==> images/closeup.png <==
The bar under the picture is 5 µm long. Window x 61 to 81, y 61 to 81 µm. Cells in gray, sequential cells in the stronger gray; small squares are vias.
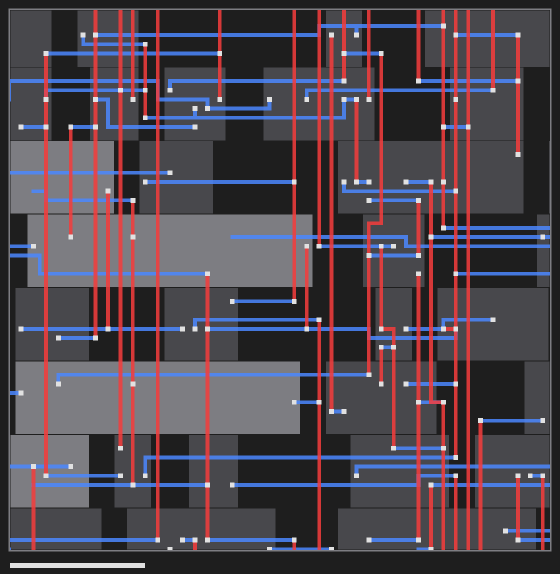
==> images/congestion_map.png <==
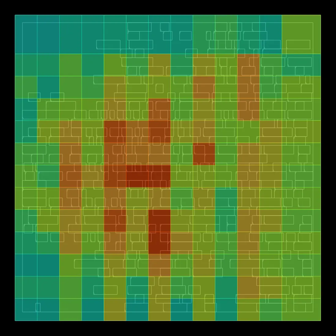
==> images/route_heat.png <==
19 x 19 tiles, from white (low) to dark blue (high), scaled to the fullest tile. Values are wire area over tile area, all layers added.
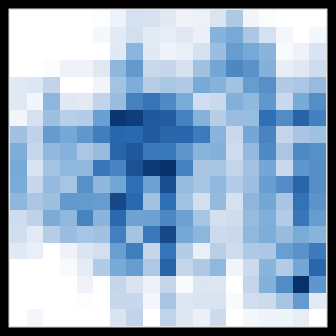
==> images/layers.png <==
The bar under the picture is 20 µm long. Two of the layers only.
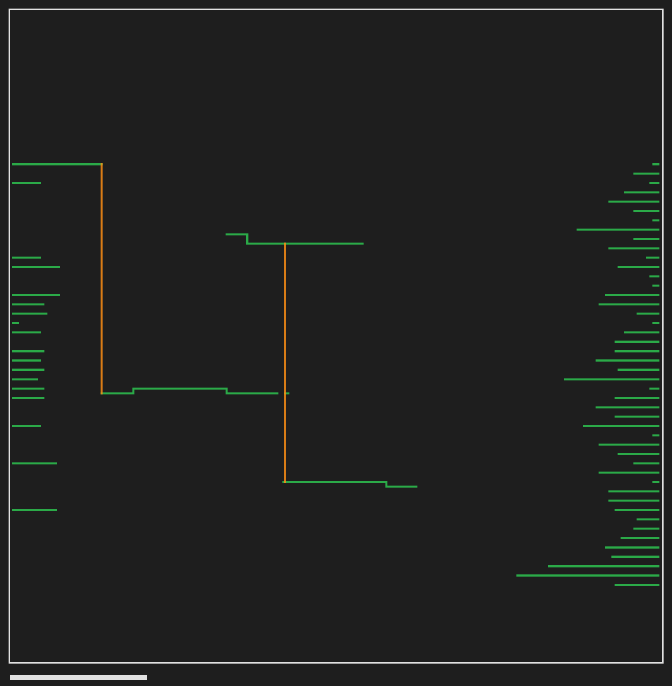
[src/rtl/z16_sequencer.sv]
// Z16 multi-cycle control sequencer: owns PC/IR and walks FETCH-DECODE-EXEC-MEM/WB.
// Optional handshake watchdog enabled by defining Z16_BUS_TIMEOUT_EN.
module z16_sequencer #(
  parameter logic [15:0] PC_RESET       = 16'h0000,
  parameter int          TIMEOUT_CYCLES = 15
) (
  input  logic        i_clk,
  input  logic        i_rst_n,
  input  logic        i_run,
  output logic        o_imem_req,
  output logic [15:0] o_imem_addr,
  input  logic        i_imem_ack,
  input  logic [15:0] i_imem_rdata,
  output logic [15:0] o_instr,
  input  logic        i_rd_wen,
  input  logic        i_mem_wen,
  input  logic        i_pc_load,
  input  logic [15:0] i_pc_target,
  output logic        o_dmem_req,
  input  logic        i_dmem_ack,
  output logic        o_rf_we,
  output logic [15:0] o_pc,
  output logic        o_retire,
  output logic [2:0]  o_state,
  output logic        o_bus_err
);

  typedef enum logic [2:0] {
    S_IDLE   = 3'd0,
    S_FETCH  = 3'd1,
    S_DECODE = 3'd2,
    S_EXEC   = 3'd3,
    S_MEM    = 3'd4,
    S_WB     = 3'd5
  } state_t;

  state_t      r_state;
  state_t      w_next;
  state_t      w_after;
  logic [15:0] r_pc;
  logic [15:0] r_instr;
  logic [15:0] r_pend_tgt;
  logic        r_pend_load;
  logic        r_retire;
  logic        w_retire;
  logic        w_timeout;
  logic        w_err_block;
  logic        w_load;
  logic [15:0] w_tgt;

`ifdef Z16_BUS_TIMEOUT_EN
  logic [7:0] r_wdog;
  logic       r_bus_err;
  logic       w_wait;

  assign w_wait      = ((r_state == S_FETCH) && !i_imem_ack) || ((r_state == S_MEM) && !i_dmem_ack);
  assign w_timeout   = w_wait && (r_wdog == 8'(TIMEOUT_CYCLES - 1));
  assign w_err_block = r_bus_err;
  assign o_bus_err   = r_bus_err;

  // Watchdog restarts on every state entry and only runs while waiting on a handshake.
  always_ff @(posedge i_clk or negedge i_rst_n) begin
    if (!i_rst_n) begin
      r_wdog    <= 8'd0;
      r_bus_err <= 1'b0;
    end else begin
      if ((w_next != r_state) || !((r_state == S_FETCH) || (r_state == S_MEM))) begin
        r_wdog <= 8'd0;
      end else begin
        r_wdog <= r_wdog + 8'd1;
      end
      if (w_timeout) begin
        r_bus_err <= 1'b1;
      end
    end
  end
`else
  logic w_unused_timeout;

  assign w_unused_timeout = ^TIMEOUT_CYCLES;
  assign w_timeout        = 1'b0;
  assign w_err_block      = 1'b0;
  assign o_bus_err        = 1'b0;
`endif

  // A branch retiring straight out of EXEC has not latched its pending target yet.
  assign w_load  = (r_state == S_EXEC) ? i_pc_load   : r_pend_load;
  assign w_tgt   = (r_state == S_EXEC) ? i_pc_target : r_pend_tgt;
  assign w_after = i_run ? S_FETCH : S_IDLE;

  always_comb begin
    w_next   = r_state;
    w_retire = 1'b0;
    case (r_state)
      S_IDLE: begin
        if (i_run && !w_err_block) w_next = S_FETCH;
        else                       w_next = S_IDLE;
      end
      S_FETCH: begin
        if (i_imem_ack)     w_next = S_DECODE;
        else if (w_timeout) w_next = S_IDLE;
        else                w_next = S_FETCH;
      end
      S_DECODE: w_next = S_EXEC;
      S_EXEC: begin
        if (i_mem_wen)     w_next = S_MEM;
        else if (i_rd_wen) w_next = S_WB;
        else begin
          w_next   = w_after;
          w_retire = 1'b1;
        end
      end
      S_MEM: begin
        if (i_dmem_ack) begin
          w_next   = w_after;
          w_retire = 1'b1;
        end else if (w_timeout) begin
          w_next = S_IDLE;
        end else begin
          w_next = S_MEM;
        end
      end
      S_WB: begin
        w_next   = w_after;
        w_retire = 1'b1;
      end
      default: w_next = S_IDLE;
    endcase
  end

  always_ff @(posedge i_clk or negedge i_rst_n) begin
    if (!i_rst_n) begin
      r_state     <= S_IDLE;
      r_pc        <= PC_RESET;
      r_instr     <= 16'h0000;
      r_pend_load <= 1'b0;
      r_pend_tgt  <= 16'h0000;
      r_retire    <= 1'b0;
    end else begin
      r_state  <= w_next;
      r_retire <= w_retire;
      if ((r_state == S_FETCH) && i_imem_ack) begin
        r_instr <= i_imem_rdata;
      end
      if (r_state == S_EXEC) begin
        r_pend_load <= i_pc_load;
        r_pend_tgt  <= i_pc_target;
      end
      if (w_retire) begin
        r_pc <= w_load ? w_tgt : (r_pc + 16'd2);
      end
    end
  end

  assign o_imem_req  = (r_state == S_FETCH);
  assign o_imem_addr = r_pc;
  assign o_instr     = r_instr;
  assign o_dmem_req  = (r_state == S_MEM);
  assign o_rf_we     = (r_state == S_WB);
  assign o_pc        = r_pc;
  assign o_retire    = r_retire;
  assign o_state     = r_state;

endmodule

[config.mk]
export PLATFORM = sky130hd
export DESIGN_NAME = z16_sequencer
export DESIGN_NICKNAME = d
export VERILOG_FILES = /design/src/rtl/z16_sequencer.sv
export SDC_FILE = /design/constraint.sdc
export NUM_CORES = 1
export LEC_CHECK = 0
export CELL_PAD_IN_SITES_DETAIL_PLACEMENT = 1
export CELL_PAD_IN_SITES_GLOBAL_PLACEMENT = 1
export CORE_MARGIN = 2
export CORE_UTILIZATION = 32
export CTS_BUF_LIST = sky130_fd_sc_hd__clkbuf_4
export DETAILED_ROUTE_END_ITERATION = 12
export PLACE_DENSITY = 0.83
export RECOVER_POWER = 100
export SLEW_MARGIN = 20
export SYNTH_ARGS = -nofsm -noshare
export SYNTH_HDL_FRONTEND = slang
export SYNTH_SLANG_ARGS = --single-unit
[constraint.sdc]
create_clock -name i_clk -period 2.1 [get_ports i_clk]
set_clock_uncertainty 0.2 [all_clocks]
set_input_delay 0.315 -clock i_clk [delete_from_list [all_inputs] [get_ports i_clk]]
set_output_delay 0.315 -clock i_clk [all_outputs]
set_load 0.1 [all_outputs]
==> qor.yml <==
slowest_stage_delay_on_critical_path_ns: 0.50
synthesis.area_mm2: 0.00264
ctsLongestPathBuffers: 2
fp-utilization: 0.326
globalRouteMet1Util: 0.207
worst_slew_margin_rel: 0.220
num_rows: 33
layout-drive-gt1-share: 0.509
cts_post_setup_buffers_inserted: 2
slew_violations: 0
fmax_achieved_ghz: 0.484
antenna_found_initial: 0
design_area_mm2: 0.00435
top_cells_by_area: "sky130_fd_sc_hd__dfrtp_1 (50%), sky130_fd_sc_hd__mux2_2 (16%), sky130_fd_sc_hd__buf_4 (5.7%)"
final_util: 0.537
number_of_warnings_in_the_stage_logs: 29
result_of_the_run: "finished clean"
syn2layout_area_growth_pct: 64.7
top_cell_area_share: 0.502
fin_tns_setup_ns: 0
stdcell_count: 437
total_routing_usage_gr: 0.164
async_reset_ff_frac: 1.00
mostFrequentLayoutCells: "sky130_fd_sc_hd__buf_4 (43), sky130_fd_sc_hd__clkdlybuf4s50_1 (38), sky130_fd_sc_hd__dfrtp_1 (37), sky130_fd_sc_hd__buf_12 (33), sky130_fd_sc_hd__mux2_2 (21)"
insertedDiodeCount: 0
worstPathRequired_ns: 2.19
post_synth_inst_count: 224
n_multi_input_combinational_cell: 137
hold_path.class: "flop to flop"
yosysWarnings: 0
fraction_of_area_in_registers: 0.312
synth_cell_type_count: 42
fin_worst_hold_slack_ns: 0.321
worst_setup_path_end_kind: "flop"
numPortBuffers: 94
gp_congestion: 0.786
layout.clock.cell_area_share: 0.0147
worst_setup_path_endpoint: "o_imem_addr[8]$_DFFE_PN0P_"
initialDrtViolationCount: 56
grt_pass1_wl_mm: 11.5
via_count: 2143
fin_nets: 372
biggest_fanout_along_the_worst_timing_path: 4
drt_pre_antenna_iters: 4
overflow: 0
place_worst_setup_slack_ns: -0.0389
first_global_vias: 2270
nNonClkBuffers: 127
detail_route.wirelength.met1_mm: 3.26
area.combinational_mm2: 0.00125
yosys_register_bits: 53
rsz_0062_raised_after_global_routing: "true"
report.final.setup_viol: 0
post-synth-top-area-cell: "sky130_fd_sc_hd__dfrtp_1"
top_cell: "sky130_fd_sc_hd__dfrtp_1"
detailed_place.area_mm2: 0.00411
die_wd_um: 94.9
period_needed_ns: 2.07
n_all_inverters: 7
final_min_period_over_clock_period: 0.985
cts_tree: "done"
post_cts_resized: 1
design.seq.count: 53
syn_avg_cell_area_um2: 11.8
clock_buffers: 5
met2_length_mm: 3.80
dpl.cell_count: 422
hold_violations: 0
drt_wl_total_mm: 7.56
-- closeup.png (at the start) --
M1: shown in blue. M2: shown in red.
Netlist names of flops here include o_state (2). Sequential cells in the window: 2. 24 logic cells have their middle in the window.

-- congestion_map.png (at the start) --
GR Util met3: 0.0319
highest-utilization routing layer at the global route stage: met2
WL/cell: 17.3 µm

-- route_heat.png (at the start) --
27% of the tiles are over half the peak. 14% of the tiles are nearly empty. The fullest tile reaches 0.39. The emptiest ninth of the die: upper left. The densest ninth of the die: center. The mean over all tiles is 0.13.

-- layers.png (at the start) --
M4: shown in orange, wire length 68.0 µm. M3: shown in green, wire length 425 µm.

-- kinds of logic (layout without fill, tap and decap cells) --
kind of cell | after synthesis | count (layout) | share of synthesized area
buf+inv | 34 | 142 | 0.0853
other cells | 1 | 1 | 0.00142
compound gates | 33 | 33 | 0.0857
fa+ha+maj | 1 | 1 | 0.00474
mux | 48 | 48 | 0.205
simple gates | 54 | 54 | 0.116
flops | 53 | 53 | 0.502
-- flip-flops by register name, summed over array words and instances (netlist names) --
signal,cells
o_state,3
o_instr,16
o_retire,1
r_pend_tgt,16
o_imem_addr,16
r_pend_load,1
